### The metal 4 layer

Bar = 20 um.
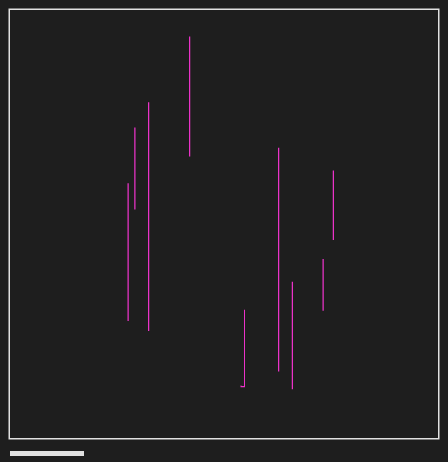
### Routed clock nets over the placement

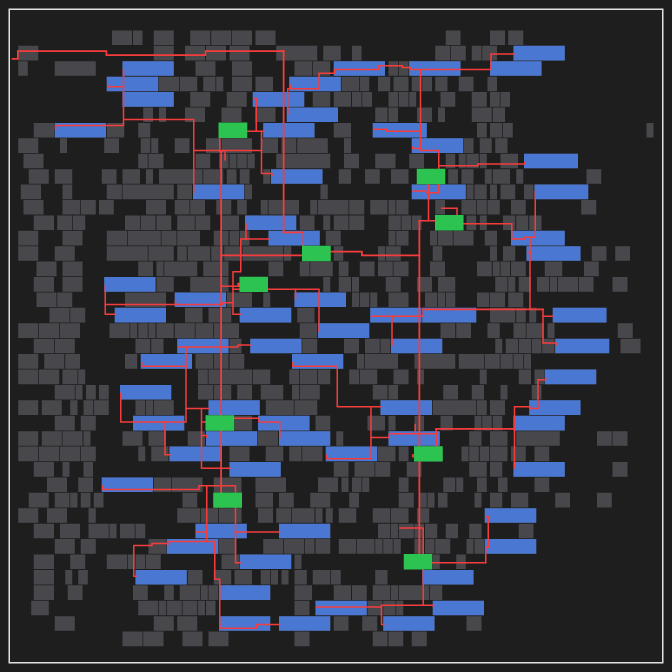
### Pin map

Pins as bars across the die edge, other pins in gray.
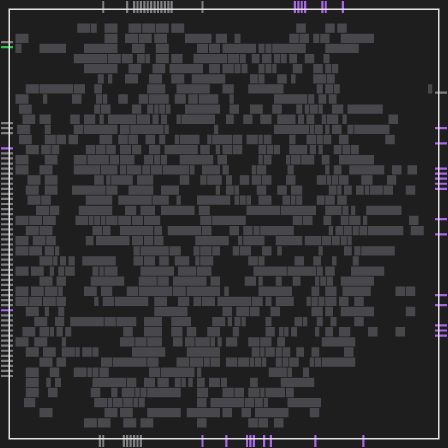
### Sizing map

Bar = 20 um.
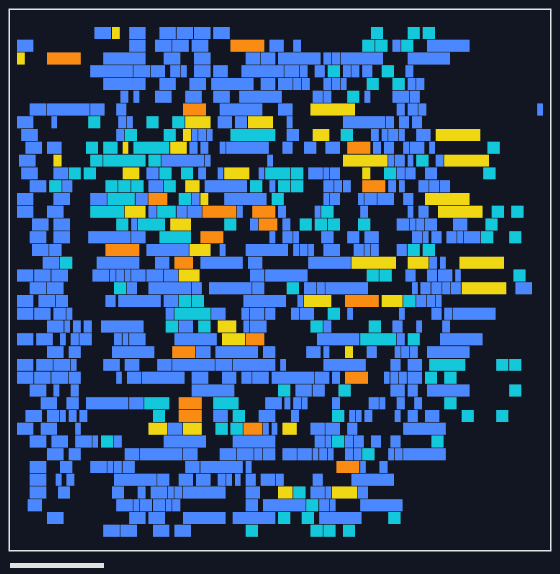
**config.mk**
```make
export PLATFORM = sky130hd
export DESIGN_NAME = pc_gen_stage_flat
export DESIGN_NICKNAME = d
export VERILOG_FILES = /design/src/rtl/pc_gen_stage_if.sv /design/src/rtl/pc_gen_stage.sv /design/src/flat_wrapper.sv
export SDC_FILE = /design/constraint.sdc
export NUM_CORES = 1
export LEC_CHECK = 0
export CAP_MARGIN = 20
export CORE_UTILIZATION = 35
export CTS_BUF_LIST = sky130_fd_sc_hd__clkbuf_4 sky130_fd_sc_hd__clkbuf_8
export CTS_CLUSTER_SIZE = 20
export DETAILED_ROUTE_END_ITERATION = 8
export HOLD_SLACK_MARGIN = 0.08
export PLACE_DENSITY = 0.61
export SYNTH_ARGS = -nofsm -noshare
export SYNTH_HDL_FRONTEND = slang
export SYNTH_SLANG_ARGS = --single-unit
```
**constraint.sdc**
```tcl
create_clock -name clk -period 2.3 [get_ports clk]
set_clock_uncertainty 0.2 [all_clocks]
set_input_delay 0.46 -clock clk [delete_from_list [all_inputs] [get_ports clk]]
set_output_delay 0.46 -clock clk [all_outputs]
set_load 0.05 [all_outputs]
```
**src/rtl/pc_gen_stage_if.sv**
```systemverilog
// Fetch-stage bundle: the pipeline's redirect requests and stall, plus the
// instruction SRAM fetch request and status flags driven by pc_gen_stage.
interface pc_gen_stage_if;
    logic        stall;
    logic        exception;
    logic        eret;
    logic [31:0] epc;
    logic        br_taken;
    logic [31:0] br_target;
    logic        inst_sram_en;
    logic [31:0] inst_sram_raddr;
    logic        fetch_adel;
    logic        pend_valid;

    modport master (
        output stall, exception, eret, epc, br_taken, br_target,
        input  inst_sram_en, inst_sram_raddr, fetch_adel, pend_valid
    );

    modport slave (
        input  stall, exception, eret, epc, br_taken, br_target,
        output inst_sram_en, inst_sram_raddr, fetch_adel, pend_valid
    );
endinterface

```
**src/rtl/pc_gen_stage.sv**
```systemverilog
// PC generation with ranked redirects (exception > eret > branch > sequential)
// and a one-entry pending buffer while stalled. FETCH_ADDR_ALIGN_CHECK_EN enables fetch_adel.
module pc_gen_stage #(
    parameter logic [31:0] RESET_PC   = 32'hbfc00000,
    parameter logic [31:0] EXC_VECTOR = 32'hbfc00380
) (
    input  logic          clk,
    input  logic          resetn,
    pc_gen_stage_if.slave bus
);
    typedef enum logic {RUN, PEND} state_t;

    state_t      state_reg;
    logic [31:0] pc_reg;
    logic        en_reg;
    logic [1:0]  pend_rank_reg;
    logic [31:0] pend_target_reg;

    logic [1:0]  cur_rank;
    logic [31:0] cur_target;
    logic        cur_req;
    logic        cur_wins;

    // Only the highest-ranked request of a cycle survives.
    always_comb begin
        cur_rank   = 2'd0;
        cur_target = 32'h0;
        if (bus.exception) begin
            cur_rank   = 2'd3;
            cur_target = EXC_VECTOR;
        end else if (bus.eret) begin
            cur_rank   = 2'd2;
            cur_target = bus.epc;
        end else if (bus.br_taken) begin
            cur_rank   = 2'd1;
            cur_target = bus.br_target;
        end
    end

    assign cur_req  = (cur_rank != 2'd0);
    assign cur_wins = cur_req && (cur_rank >= pend_rank_reg);

    always_ff @(posedge clk or negedge resetn) begin
        if (!resetn) begin
            pc_reg          <= RESET_PC;
            en_reg          <= 1'b0;
            state_reg       <= RUN;
            pend_rank_reg   <= 2'd0;
            pend_target_reg <= 32'h0;
        end else if (!en_reg) begin
            // First edge out of reset only enables fetch; PC stays at RESET_PC.
            en_reg <= 1'b1;
        end else begin
            case (state_reg)
                RUN: begin
                    if (!bus.stall) begin
                        pc_reg <= cur_req ? cur_target : pc_reg + 32'd4;
                    end else if (cur_req) begin
                        pend_rank_reg   <= cur_rank;
                        pend_target_reg <= cur_target;
                        state_reg       <= PEND;
                    end
                end
                PEND: begin
                    if (bus.stall) begin
                        if (cur_wins) begin
                            pend_rank_reg   <= cur_rank;
                            pend_target_reg <= cur_target;
                        end
                    end else begin
                        pc_reg          <= cur_wins ? cur_target : pend_target_reg;
                        pend_rank_reg   <= 2'd0;
                        pend_target_reg <= 32'h0;
                        state_reg       <= RUN;
                    end
                end
                default: state_reg <= RUN;
            endcase
        end
    end

    assign bus.inst_sram_en    = en_reg;
    assign bus.inst_sram_raddr = pc_reg;
    assign bus.pend_valid      = (state_reg == PEND);

`ifdef FETCH_ADDR_ALIGN_CHECK_EN
    assign bus.fetch_adel = en_reg && (pc_reg[1:0] != 2'b00);
`else
    assign bus.fetch_adel = 1'b0;
`endif
endmodule
```
**src/flat_wrapper.sv**
```systemverilog
// flat-port wrapper written by rule: the top's interface ports become plain ports
module pc_gen_stage_flat 
#(
    parameter logic [31:0] RESET_PC   = 32'hbfc00000,
    parameter logic [31:0] EXC_VECTOR = 32'hbfc00380
)
  (clk, resetn, bus_stall, bus_exception, bus_eret, bus_epc, bus_br_taken, bus_br_target, bus_inst_sram_en, bus_inst_sram_raddr, bus_fetch_adel, bus_pend_valid);
  pc_gen_stage_if bus_i ();
  input  logic clk;
  input  logic resetn;
  input wire logic [$bits(bus_i.stall)-1:0] bus_stall;
  input wire logic [$bits(bus_i.exception)-1:0] bus_exception;
  input wire logic [$bits(bus_i.eret)-1:0] bus_eret;
  input wire logic [$bits(bus_i.epc)-1:0] bus_epc;
  input wire logic [$bits(bus_i.br_taken)-1:0] bus_br_taken;
  input wire logic [$bits(bus_i.br_target)-1:0] bus_br_target;
  output wire logic [$bits(bus_i.inst_sram_en)-1:0] bus_inst_sram_en;
  output wire logic [$bits(bus_i.inst_sram_raddr)-1:0] bus_inst_sram_raddr;
  output wire logic [$bits(bus_i.fetch_adel)-1:0] bus_fetch_adel;
  output wire logic [$bits(bus_i.pend_valid)-1:0] bus_pend_valid;
  assign bus_i.stall = bus_stall;
  assign bus_i.exception = bus_exception;
  assign bus_i.eret = bus_eret;
  assign bus_i.epc = bus_epc;
  assign bus_i.br_taken = bus_br_taken;
  assign bus_i.br_target = bus_br_target;
  assign bus_inst_sram_en = bus_i.inst_sram_en;
  assign bus_inst_sram_raddr = bus_i.inst_sram_raddr;
  assign bus_fetch_adel = bus_i.fetch_adel;
  assign bus_pend_valid = bus_i.pend_valid;
  pc_gen_stage #(.RESET_PC(RESET_PC), .EXC_VECTOR(EXC_VECTOR)) u_core (.clk(clk), .resetn(resetn), .bus(bus_i));
endmodule
```
==> impl_metrics.yaml <==
# physical design summary
power_and_ir_drop:
  pwr-share-comb_pct: 43.4
  p_seq_share_pct: 36.6
  power.total_mw: 4.56
  swShare_pct: 40.6
global_route:
  grt_pass1_wl_um: 24600
  grt_max_degree: 69
  grt_pass1_vias: 4539
clock_network:
  cts_max_level: 3
  clk_pin_slew_ns: 0.08
  cts_hold_buffers: 1
  cts.sinks: 68
  cts_resized: 18
synth:
  yosysMostFrequentCell: "dfrtp_1"
  syn_nets: 573
  postSynthSeqShare_pct: 38.3
  syn_area_sq_um: 4470
  synth_top_cell_by_area: "dfrtp_1"
finish:
  nonClkBufAreaFrac_pct: 24.8
  comb.multi_input.count: 379
  num-clock-buffers: 11
  fin_area_sq_um: 6360
  mi_logic_area_sq_um: 2660
placement:
  dpl.hpwl_um: 11500
  gp_congestion: 0.900
  dp.cells: 794
run:
  maxCapViolations: 0
  warnings: 27
worst_setup_path:
  crit_slowest_cell: "clkdlybuf4s50_1"
  critPathKind: "register to primary output"
  end_kind: "primary output"
  path_max_fanout: 4
  rrSetupSlack_ns: 0.08
floorplanning:
  core_area_sq_um: 12200
timing:
  final_hold_viol_count: 0
  hold_ws_ns: 0.297
status:
  status: "finished clean"
detailed_routing:
  antenna_left: 0
  wire_per_inst_um: 18.9
Back to the opening pictures, 'The metal 4 layer':
- main direction: vertical
- longest straight run: 61.2 um
- nets with wire on the layer: 8
- wire length on this layer: 294 um
- share of all routed wire: 1.9%

Back to the opening pictures, 'Routed clock nets over the placement':
- clock wires: red (length 1,000 um)
- flip-flops: blue (count 68)
- clock drivers: green (count 9)
- routed clock nets: 10

Back to the opening pictures, 'Pin map':
- bus_inst_sram_raddr: purple (pins 32; direction output; edge 14 east, 9 south, 7 north, 2 west)
- resetn: green (pins 1; direction input; edge west)
- all pins by edge: 51 west, 22 north, 17 south, 15 east
Die Y: 115 um
DIE WIDTH: 115 um
port buffer count: 103

Back to the opening pictures, 'Sizing map':
- _6 and larger: orange (cells 20)
- _2 cells: yellow (cells 38)
- _0 and _1 cells: blue (cells 479)
- _3 and _4 cells: cyan (cells 111)

==> stage by stage <==
stage	util, %	setup TNS, ns	setup WS (ns)
after floorplan	-	-22.23	-0.464
after global placement	49.5	-33.97	-0.691
after detailed placement	49.5	-36.04	-0.743
after CTS	51.9	0	0.0202
after global routing	52.1	-0.00682	-0.00682
final	52.1	0	0.0721
==> routing by layer <==
metal / share of wire [%] / vias to the layer above / wire, um / global-route usage, %
met5: 0 / - / 0 / 0
met3: 6.8 / 23 / 1040 / 3.22
met4: 1.9 / 0 / 293 / 8.57
li1: - / 2228 / - / -
met2: 44 / 227 / 6750 / 36.1
met1: 48 / 2305 / 7340 / 35.9
==> kinds of logic (layout without fill, tap and decap cells) <==
| group | after synthesis | count (layout) | share of synthesized area [%] |
|---|---|---|---|
| AOI/OAI and AO/OA | 184 | 185 | 30.3 |
| xor gates and xnor gates | 1 | 1 | 0.196 |
| adders and majority gates | 2 | 2 | 0.559 |
| buffers and inverters | 55 | 201 | 5.87 |
| DFF | 68 | 68 | 38.3 |
| muxes | 15 | 15 | 3.52 |
| other | 2 | 2 | 0.168 |
| and+or+nand+nor | 174 | 174 | 21.1 |
==> power by group through the flow <==
stage | Clock (mW) | Combinational [mW] | Sequential, mW
4_1_cts | 0.927 | 1.96 | 1.66
2_1_floorplan | 0 | 0.798 | 2.01
3_5_place_dp | 0 | 1.88 | 1.68
6_report | 0.911 | 1.98 | 1.67
3_3_place_gp | 0 | 1.86 | 1.67
5_1_grt | 0.976 | 2.11 | 1.69
Power figures rest on the tool's default switching activity, not on a simulated workload.
